**src/rtl/data_mem_arb_pkg.sv**
```systemverilog
// Shared definitions for the data memory arbiter: FSM state encoding,
// requester ids and the default memory depth.
package data_mem_arb_pkg;

    // Memory depth in 32-bit words when the parent does not override it.
    localparam int DEPTH_DEFAULT = 1024;

    typedef enum logic {
        ST_IDLE   = 1'b0,
        ST_ACCESS = 1'b1
    } state_t;

    typedef enum logic {
        REQ_M0 = 1'b0,
        REQ_M1 = 1'b1
    } req_id_t;

endpackage

```
**src/rtl/data_mem_arbiter_rr_arb2.sv**
```systemverilog
// rr_arb2: combinational 2-way round-robin pick. The caller owns the
// last-grant pointer and updates it when a pick is actually taken.
module rr_arb2
    import data_mem_arb_pkg::*;
(
    input  logic [1:0] req,
    input  logic       last,
    output logic       any,
    output logic       win
);

    // Single requester wins outright; on a tie the one not granted last wins.
    always_comb begin
        any = |req;
        win = REQ_M0;
        case (req)
            2'b01:   win = REQ_M0;
            2'b10:   win = REQ_M1;
            2'b11:   win = (last == REQ_M0) ? REQ_M1 : REQ_M0;
            default: win = REQ_M0;
        endcase
    end

endmodule

```
**src/rtl/data_mem_arbiter.sv**
```systemverilog
// data_mem_arbiter: shares a single-port word-addressed data memory between
// the core load/store path (m0) and a secondary master (m1). Each access is
// one registered command cycle (ACCESS) followed by a registered response.
// Optional feature: define MEM_ARB_RANGE_CHK_EN to block accesses with
// addr >= DEPTH (no write, read returns 0, err pulses).
module data_mem_arbiter
    import data_mem_arb_pkg::*;
#(
    parameter int DEPTH = DEPTH_DEFAULT,
    parameter int AW    = 32,
    parameter int DW    = 32
) (
    input  logic          clk,
    input  logic          rst,

    input  logic          m0_req,
    input  logic          m0_we,
    input  logic [AW-1:0] m0_addr,
    input  logic [DW-1:0] m0_wdata,
    output logic          m0_gnt,
    output logic          m0_rvalid,
    output logic [DW-1:0] m0_rdata,
    output logic          m0_err,

    input  logic          m1_req,
    input  logic          m1_we,
    input  logic [AW-1:0] m1_addr,
    input  logic [DW-1:0] m1_wdata,
    output logic          m1_gnt,
    output logic          m1_rvalid,
    output logic [DW-1:0] m1_rdata,
    output logic          m1_err,

    output logic [AW-1:0] mem_A,
    output logic          mem_WE,
    output logic [DW-1:0] mem_WD,
    input  logic [DW-1:0] mem_RD,

    output logic          busy
);

`ifdef MEM_ARB_RANGE_CHK_EN
    localparam logic RANGE_CHK = 1'b1;
`else
    localparam logic RANGE_CHK = 1'b0;
`endif

    state_t          state_q, state_d;

    // Latched command of the current winner.
    logic            cmd_we;
    logic [AW-1:0]   cmd_addr;
    logic [DW-1:0]   cmd_wdata;
    logic            cmd_id;
    logic            cmd_oor;

    // Round-robin pointer: id of the last granted requester.
    logic            last_q;

    logic            arb_any;
    logic            arb_win;

    // Per-requester response registers, indexed by requester id.
    logic [1:0]         rvalid_q;
    logic [1:0]         err_q;
    logic [1:0][DW-1:0] rdata_q;

    // Winner's request fields, muxed ahead of the command latch.
    logic            win_we;
    logic [AW-1:0]   win_addr;
    logic [DW-1:0]   win_wdata;

    rr_arb2 u_arb (
        .req  ({m1_req, m0_req}),
        .last (last_q),
        .any  (arb_any),
        .win  (arb_win)
    );

    assign win_we    = (arb_win == REQ_M1) ? m1_we    : m0_we;
    assign win_addr  = (arb_win == REQ_M1) ? m1_addr  : m0_addr;
    assign win_wdata = (arb_win == REQ_M1) ? m1_wdata : m0_wdata;

    // Out-of-range flag for the latched command; constant 0 when the check is off.
    assign cmd_oor = RANGE_CHK && (cmd_addr >= AW'(DEPTH));

    // State register; async reset aborts any access in flight.
    always_ff @(posedge clk or negedge rst) begin
        if (!rst) state_q <= ST_IDLE;
        else      state_q <= state_d;
    end

    // Next state plus memory drive, decoded from state and latched command only.
    always_comb begin
        state_d = state_q;
        mem_A   = '0;
        mem_WE  = 1'b0;
        mem_WD  = '0;
        case (state_q)
            ST_IDLE: begin
                if (arb_any) state_d = ST_ACCESS;
            end
            ST_ACCESS: begin
                state_d = ST_IDLE;
                mem_A   = cmd_oor ? '0 : cmd_addr;
                mem_WE  = cmd_we & ~cmd_oor;
                mem_WD  = cmd_wdata;
            end
            default: state_d = ST_IDLE;
        endcase
    end

    // Latch the winner's command and advance the round-robin pointer on accept.
    always_ff @(posedge clk or negedge rst) begin
        if (!rst) begin
            cmd_we    <= 1'b0;
            cmd_addr  <= '0;
            cmd_wdata <= '0;
            cmd_id    <= REQ_M0;
            last_q    <= REQ_M1;
        end else if (state_q == ST_IDLE && arb_any) begin
            cmd_we    <= win_we;
            cmd_addr  <= win_addr;
            cmd_wdata <= win_wdata;
            cmd_id    <= arb_win;
            last_q    <= arb_win;
        end
    end

    // Response stage: capture read data / error at the edge ending ACCESS.
    always_ff @(posedge clk or negedge rst) begin
        if (!rst) begin
            rvalid_q <= '0;
            err_q    <= '0;
            rdata_q  <= '0;
        end else begin
            rvalid_q <= '0;
            err_q    <= '0;
            if (state_q == ST_ACCESS) begin
                err_q[cmd_id] <= cmd_oor;
                if (!cmd_we) begin
                    rvalid_q[cmd_id] <= 1'b1;
                    rdata_q[cmd_id]  <= cmd_oor ? '0 : mem_RD;
                end
            end
        end
    end

    // Grants follow the registered state, so they last exactly the ACCESS cycle.
    assign busy      = (state_q == ST_ACCESS);
    assign m0_gnt    = busy && (cmd_id == REQ_M0);
    assign m1_gnt    = busy && (cmd_id == REQ_M1);

    assign m0_rvalid = rvalid_q[REQ_M0];
    assign m1_rvalid = rvalid_q[REQ_M1];
    assign m0_rdata  = rdata_q[REQ_M0];
    assign m1_rdata  = rdata_q[REQ_M1];
    assign m0_err    = err_q[REQ_M0];
    assign m1_err    = err_q[REQ_M1];

endmodule

```
**config.mk**
```make
export PLATFORM = sky130hd
export DESIGN_NAME = data_mem_arbiter
export DESIGN_NICKNAME = d
export VERILOG_FILES = /design/src/rtl/data_mem_arb_pkg.sv /design/src/rtl/data_mem_arbiter_rr_arb2.sv /design/src/rtl/data_mem_arbiter.sv
export SDC_FILE = /design/constraint.sdc
export NUM_CORES = 1
export LEC_CHECK = 0
export ABC_AREA = 0
export ABC_CLOCK_PERIOD_IN_PS = 3400
export CAP_MARGIN = 10
export CORE_MARGIN = 2
export CORE_UTILIZATION = 35
export CTS_CLUSTER_SIZE = 12
export DETAILED_ROUTE_END_ITERATION = 10
export GPL_TIMING_DRIVEN = 0
export PLACE_DENSITY_LB_ADDON = 0.15
export SLEW_MARGIN = 20
export SYNTH_ARGS = -nofsm -noshare
export SYNTH_HDL_FRONTEND = slang
export SYNTH_HIERARCHICAL = 1
export SYNTH_SLANG_ARGS = --single-unit
export TNS_END_PERCENT = 10
```
**constraint.sdc**
```tcl
create_clock -name clk -period 3.4 [get_ports clk]
set_input_delay 0.34 -clock clk [delete_from_list [all_inputs] [get_ports clk]]
set_output_delay 0.34 -clock clk [all_outputs]
set_load 0.005 [all_outputs]
```
Fig. 1: signal wires on met2
The bar under the picture is 50 µm long. Cells faint in the background.
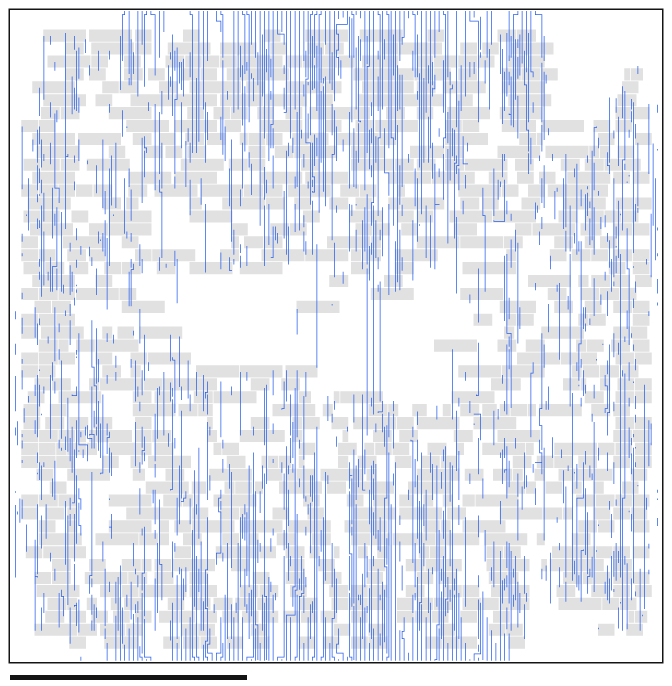
842 nets have wire on it. The wires run mostly vertical. The layer holds 53% of the routed length. The layer carries 9230 µm of wire. The longest straight run is 68.0 µm.

Fig. 2: congestion heat map
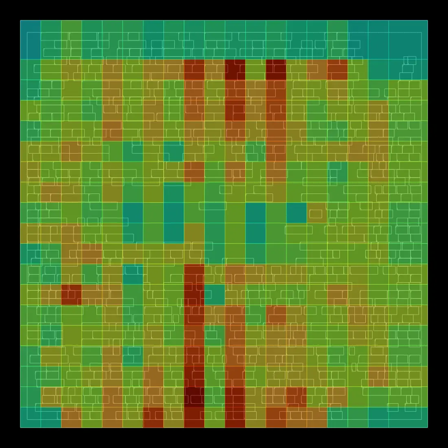
met2 usage: 0.338
gr busiest metal: met2
Global Route Usage Sum: 0.187
met3 track utilization from global routing: 0.0574
met1 Use GR: 0.205

==> COMMIT_EDITMSG <==
Log flow metrics for this revision

- Result of the run: completed
- The most common logic cell in the final layout is clkdlybuf4s50_1.
- Part of the cycle the worst path needs: 0.795
* Final antenna diode count: 0
- Slack of the worst reg-to-reg path: 1.37 ns
- The tightest min-delay check is of the in2async type.
- Max fanout on the critical path was recorded as 10.
- Counting both buffers and inverters, the worst setup path holds a total of 3.
- The most numerous cell type found on the critical path is clkbuf_1.
* Mean post-synth cell area: 14.3 µm²
* Yosys reg bits: 134
- Critical path class: reg2out
- For this design the ratio of total power to cell area is 668 nW/µm².
- Max-cap violations: 0
- Drt first-iter violations: 106
- Among the non-sequential cells, multiplexers take the most area.
* Fraction of synthesized cell area in xor and xnor cells: 0
- Clk sink count: 134
- Ranked by power, first place goes to registers.
* Area of the mapped netlist: 6220 µm²
- Insertion delay to the later sink of the worst-skew pair: 0.42 ns
- The post-synth count of flops with an enable pin is 0.
* Final setup violating endpoints: 0
* Min cycle time layout: 2.70 ns
- Area of the core: 17400 µm²
- Total of hold buffers inserted after clock tree synthesis: 1
- CTS tree: yes
- For the worst flop-to-flop path, the logic depth is 4.
- First-pass GRT wire length: 26.5 mm
* Length of the first detailed-routing pass in iterations: 4
- Sequential-cell power consumption: 2.47 mW
- Count of yosys warnings during synthesis: 6
- The via count of the first global-routing pass is 4949.
- Average via count per standard cell: 4.62
- The share of total power dissipated in combinational logic is 0.356.
- The cell-mix breakdown from Yosys lists the simple-gate area share as 0.0736.
* CP Data Required Time: 3.06 ns
- Overall power consumption after layout is estimated at 6.79 mW.
* Actual transition at the worst max-transition pin: 0.612 ns
- Buffers from clock root to sink, at most: 2
- The placement summary gives the final routability congestion estimate as 0.720.
- Share of synthesized registers carrying an async set or reset: 1.00
* Chip Footprint: 18900 µm²
* Area share of and-or/or-and cells after synthesis: 0.00121
* CTS clock-pin slew for the worst setup and hold paths: 0.06 ns
- The data arrival time reported for the critical path is 2.36 ns.
- Net count, final: 921
* Number of top-level pins: 302
- The internal power of the cells totals 5.05 mW.
* Crit path setup slack, layout: 0.695 ns
==> through the flow <==
step | util | instance area, µm²
final | 0.586 | 10200
after detailed placement | 0.549 | 9530
after global placement | 0.547 | 9500
after floorplan | - | 6220
after CTS | 0.586 | 10200
after global routing | 0.586 | 10200
==> area by class of cell <==
class,instances,area [µm²],area share
clock inverters,13,171,0.0169
clock buffers,19,453,0.0446
repair buffers,301,3040,0.299
multi-input cells,270,2680,0.264
flip-flops and latches,134,3350,0.330
plain buffers,30,186,0.0183
inverters,1,3.75,0.000369
well taps,225,282,0.0277
==> per-layer routing <==
layer,track usage,share of wire,vias up
met1,0.205,0.38,2236
li1,-,-,2150
met2,0.338,0.53,176
met4,0.0670,0.022,0
met3,0.0574,0.075,22
met5,0,0,-
No activity file was given, so power comes from the tool's default toggle rates.
